## config.mk

```make
export PLATFORM = sky130hd
export DESIGN_NAME = umult_issue_q
export DESIGN_NICKNAME = d
export VERILOG_FILES = /design/src/rtl/umult_issue_q.sv
export SDC_FILE = /design/constraint.sdc
export NUM_CORES = 1
export LEC_CHECK = 0
export CAP_MARGIN = 15
export CORE_ASPECT_RATIO = 1.4
export CORE_MARGIN = 4
export CORE_UTILIZATION = 55
export CTS_CLUSTER_DIAMETER = 120
export DETAILED_ROUTE_END_ITERATION = 10
export GPL_ROUTABILITY_DRIVEN = 0
export PLACE_DENSITY = 0.84
export SETUP_SLACK_MARGIN = 0.15
export SYNTH_ARGS = -nofsm -noshare
export SYNTH_HDL_FRONTEND = slang
export SYNTH_SLANG_ARGS = --single-unit
```

## constraint.sdc

```tcl
create_clock -name clk -period 4.6 [get_ports clk]
set_input_delay 0.69 -clock clk [delete_from_list [all_inputs] [get_ports clk]]
set_output_delay 0.69 -clock clk [all_outputs]
set_load 0.02 [all_outputs]
```

## src/rtl/umult_issue_q.sv

```systemverilog
`default_nettype none
// ============================================================================
//  Module   : umult_issue_q
//  Brief    : Operand FIFO plus issue controller for umultiplier. Buffers up
//             to DEPTH unsigned operand pairs and issues them one at a time.
//             Each issue is a one-cycle start pulse with stable operands. The
//             next issue waits until the multiplier reports completion.
//  Options  : UMULT_ISSUE_TIMEOUT_EN - adds a WAIT-state watchdog (TIMEOUT
//             cycles) and the timeout_err output port.
//  Revision : 1.0 - initial release
// ============================================================================
module umult_issue_q #(
    parameter int WIDTH   = 4,
    parameter int DEPTH   = 4
`ifdef UMULT_ISSUE_TIMEOUT_EN
   ,parameter int TIMEOUT = 32
`endif
) (
    input  logic                     clk,
    input  logic                     rst,
    // producer side
    input  logic                     in_valid,
    output logic                     in_ready,
    input  logic [WIDTH-1:0]         in_a,
    input  logic [WIDTH-1:0]         in_b,
    // multiplier side
    output logic [WIDTH-1:0]         mult_a,
    output logic [WIDTH-1:0]         mult_b,
    output logic                     mult_start,
    input  logic                     mult_busy,
    input  logic                     mult_valid,
    // status
    output logic [$clog2(DEPTH):0]   count,
    output logic                     full,
    output logic                     empty,
    output logic                     inflight
`ifdef UMULT_ISSUE_TIMEOUT_EN
   ,output logic                     timeout_err
`endif
);

    localparam int PW = $clog2(DEPTH);
    localparam int CW = PW + 1;

    localparam logic [PW-1:0] C_PTR_ONE = 1;
    localparam logic [CW-1:0] C_CNT_ONE = 1;
    localparam logic [CW-1:0] C_CNT_MAX = CW'(DEPTH);

    typedef enum logic [1:0] {
        S_IDLE  = 2'd0,
        S_ISSUE = 2'd1,
        S_WAIT  = 2'd2
    } state_t;

    state_t            r_state;
    state_t            w_state_nxt;

    logic [WIDTH-1:0]  r_mem_a [DEPTH];
    logic [WIDTH-1:0]  r_mem_b [DEPTH];
    logic [PW-1:0]     r_wr_ptr;
    logic [PW-1:0]     r_rd_ptr;
    logic [CW-1:0]     r_count;

    logic [WIDTH-1:0]  r_mult_a;
    logic [WIDTH-1:0]  r_mult_b;
    logic              r_mult_start;

    logic              w_full;
    logic              w_empty;
    logic              w_push;
    logic              w_pop;
    logic              w_timeout;

    // Flags come from the registered count only, so in_ready has no
    // combinational dependence on in_valid.
    assign w_full   = (r_count == C_CNT_MAX);
    assign w_empty  = (r_count == '0);
    assign w_push   = in_valid && !w_full;

    assign in_ready   = !w_full;
    assign full       = w_full;
    assign empty      = w_empty;
    assign count      = r_count;
    assign mult_a     = r_mult_a;
    assign mult_b     = r_mult_b;
    assign mult_start = r_mult_start;
    assign inflight   = (r_state != S_IDLE);

`ifdef UMULT_ISSUE_TIMEOUT_EN
    localparam int TW = $clog2(TIMEOUT + 1);
    localparam logic [TW-1:0] C_TO_LAST = TW'(TIMEOUT - 1);
    localparam logic [TW-1:0] C_TO_ONE  = 1;

    logic [TW-1:0]     r_wait_cnt;
    logic              r_timeout_err;

    assign timeout_err = r_timeout_err;

    // WAIT-cycle counter: zero outside WAIT, so it reads n-1 in the n-th WAIT cycle.
    always_ff @(posedge clk) begin
        if (rst) begin
            r_wait_cnt    <= '0;
            r_timeout_err <= 1'b0;
        end else begin
            r_timeout_err <= w_timeout;
            if (r_state == S_WAIT) begin
                r_wait_cnt <= r_wait_cnt + C_TO_ONE;
            end else begin
                r_wait_cnt <= '0;
            end
        end
    end
`else
    assign w_timeout = 1'b0;
`endif

    // Next-state and pop decode; a pop only ever happens on IDLE->ISSUE.
    always_comb begin
        w_state_nxt = r_state;
        w_pop       = 1'b0;
`ifdef UMULT_ISSUE_TIMEOUT_EN
        w_timeout   = 1'b0;
`endif
        case (r_state)
            S_IDLE: begin
                if (!w_empty && !mult_busy) begin
                    w_pop       = 1'b1;
                    w_state_nxt = S_ISSUE;
                end
            end
            S_ISSUE: begin
                w_state_nxt = S_WAIT;
            end
            S_WAIT: begin
                // A completion on the final allowed cycle beats the watchdog.
                if (mult_valid) begin
                    w_state_nxt = S_IDLE;
                end
`ifdef UMULT_ISSUE_TIMEOUT_EN
                else if (r_wait_cnt == C_TO_LAST) begin
                    w_state_nxt = S_IDLE;
                    w_timeout   = 1'b1;
                end
`endif
            end
            default: begin
                w_state_nxt = S_IDLE;
            end
        endcase
    end

    // State register.
    always_ff @(posedge clk) begin
        if (rst) begin
            r_state <= S_IDLE;
        end else begin
            r_state <= w_state_nxt;
        end
    end

    // Storage array; entries are only meaningful between pointers, so no reset.
    always_ff @(posedge clk) begin
        if (w_push) begin
            r_mem_a[r_wr_ptr] <= in_a;
            r_mem_b[r_wr_ptr] <= in_b;
        end
    end

    // Pointers and occupancy; power-of-two depth makes pointers wrap naturally.
    always_ff @(posedge clk) begin
        if (rst) begin
            r_wr_ptr <= '0;
            r_rd_ptr <= '0;
            r_count  <= '0;
        end else begin
            if (w_push) begin
                r_wr_ptr <= r_wr_ptr + C_PTR_ONE;
            end
            if (w_pop) begin
                r_rd_ptr <= r_rd_ptr + C_PTR_ONE;
            end
            case ({w_push, w_pop})
                2'b10:   r_count <= r_count + C_CNT_ONE;
                2'b01:   r_count <= r_count - C_CNT_ONE;
                default: r_count <= r_count;
            endcase
        end
    end

    // Operand and start registers; operands change only when an entry is issued.
    always_ff @(posedge clk) begin
        if (rst) begin
            r_mult_a     <= '0;
            r_mult_b     <= '0;
            r_mult_start <= 1'b0;
        end else begin
            r_mult_start <= w_pop;
            if (w_pop) begin
                r_mult_a <= r_mem_a[r_rd_ptr];
                r_mult_b <= r_mem_b[r_rd_ptr];
            end
        end
    end

endmodule
`default_nettype wire

```

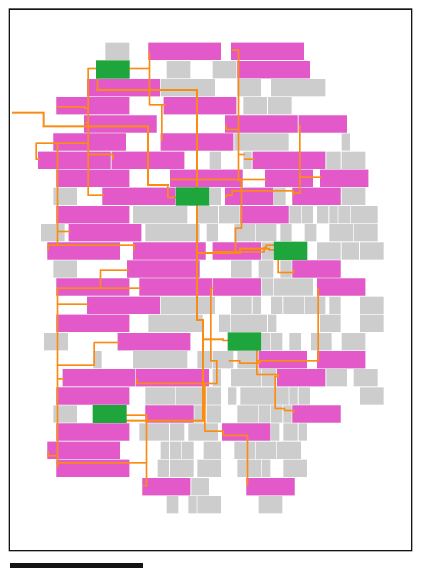
(images/clock_map.png)
Bar = 20 um.
cells driving clock nets -> green  # count 5
flip-flops -> magenta  # count 50
clock wires -> orange  # length 525 um
routed clock nets = 6

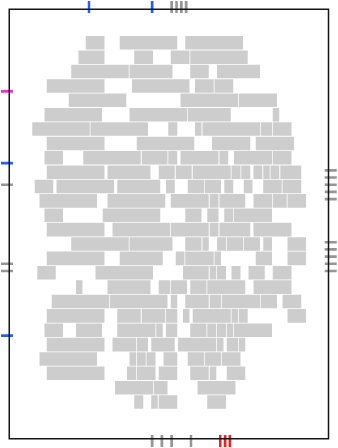
(images/pins.png)
Pins as bars across the die edge, other pins in grey.
`clk` -> magenta  # pins 1, direction input, edge left
`count` -> red  # pins 3, direction output, edge bottom
`in_a` -> blue  # pins 4, direction input, edge 2 top, 2 left

==> out/metrics.yaml <==
use_met2_pct: 29.3
pwr-share-seq_pct: 46.0
r2r-start: "count[0]$_SDFFE_PP0P_"
mostFrequentLayoutCells: "edfxtp_1, clkdlybuf4s50_1, dfxtp_1, nand3_1, a21oi_1"
layout.nets: 188
diodes: 0
status: "finished clean"
startpoint_type: "input pin"
use_met3_pct: 4.77
synth_seq_share_pct: 63.1
max_cap_viol_count: 0
clk_pin_slew_ps: 80
power_mw: 1.31
endpoint_kind: "register"
finalClockSkew_ps: 4.61
dieWidth_um: 60.2
crit_path_end: "count[2]$_SDFFE_PP0P_"
syn_area_mm2: 0.00209
wl_met2_mm: 1.94
xor_share_pct: 0.836
finalNonFillerCells: 212
core_mm2: 0.00368
cp_max_fo: 13
inv_count: 9
tool_warnings: 29
cts.repair.resized: 0
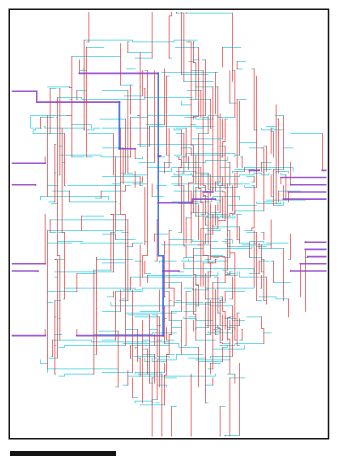
(images/metal_stack.png)
Bar = 20 um.
met1 -> cyan  # wire length 1350 um
met2 -> red  # wire length 1940 um
met4 -> blue  # wire length 59.4 um
met3 -> purple  # wire length 156 um
WL/cell: 16.6 um
Routed WL: 3.51 mm
via count: 1207
Total GRT Usage: 17.1%

-- synthesized netlist by cell type (all sizes together) --
| cell type | count |
|---|---|
| xor2 | 2 |
| mux4 | 8 |
| nor2 | 6 |
| edfxtp | 32 |
| nand3 | 10 |
| nand2 | 1 |
| a21oi | 14 |
| a311oi | 1 |
| buf | 8 |
| and3 | 4 |
| nor3 | 3 |
| ha | 5 |
| o21ai | 10 |
| or3b | 1 |
| clkbuf | 1 |
| clkinv | 1 |
| a31o | 1 |
| nor3b | 1 |
| or3 | 4 |
| fa | 1 |
| inv | 8 |
| or2 | 1 |
| a21o | 2 |
| dfxtp | 18 |
-- worst max-delay path, cell delays in order --
cell	delay, ps
clkdlybuf4s50_1	440
or3_4	430
nor2_1	180
ha_1	210
inv_1	60
fa_1	370
xor2_1	160
or3_1	310
a21oi_1	150
No activity file was given, so power comes from the tool's default toggle rates.
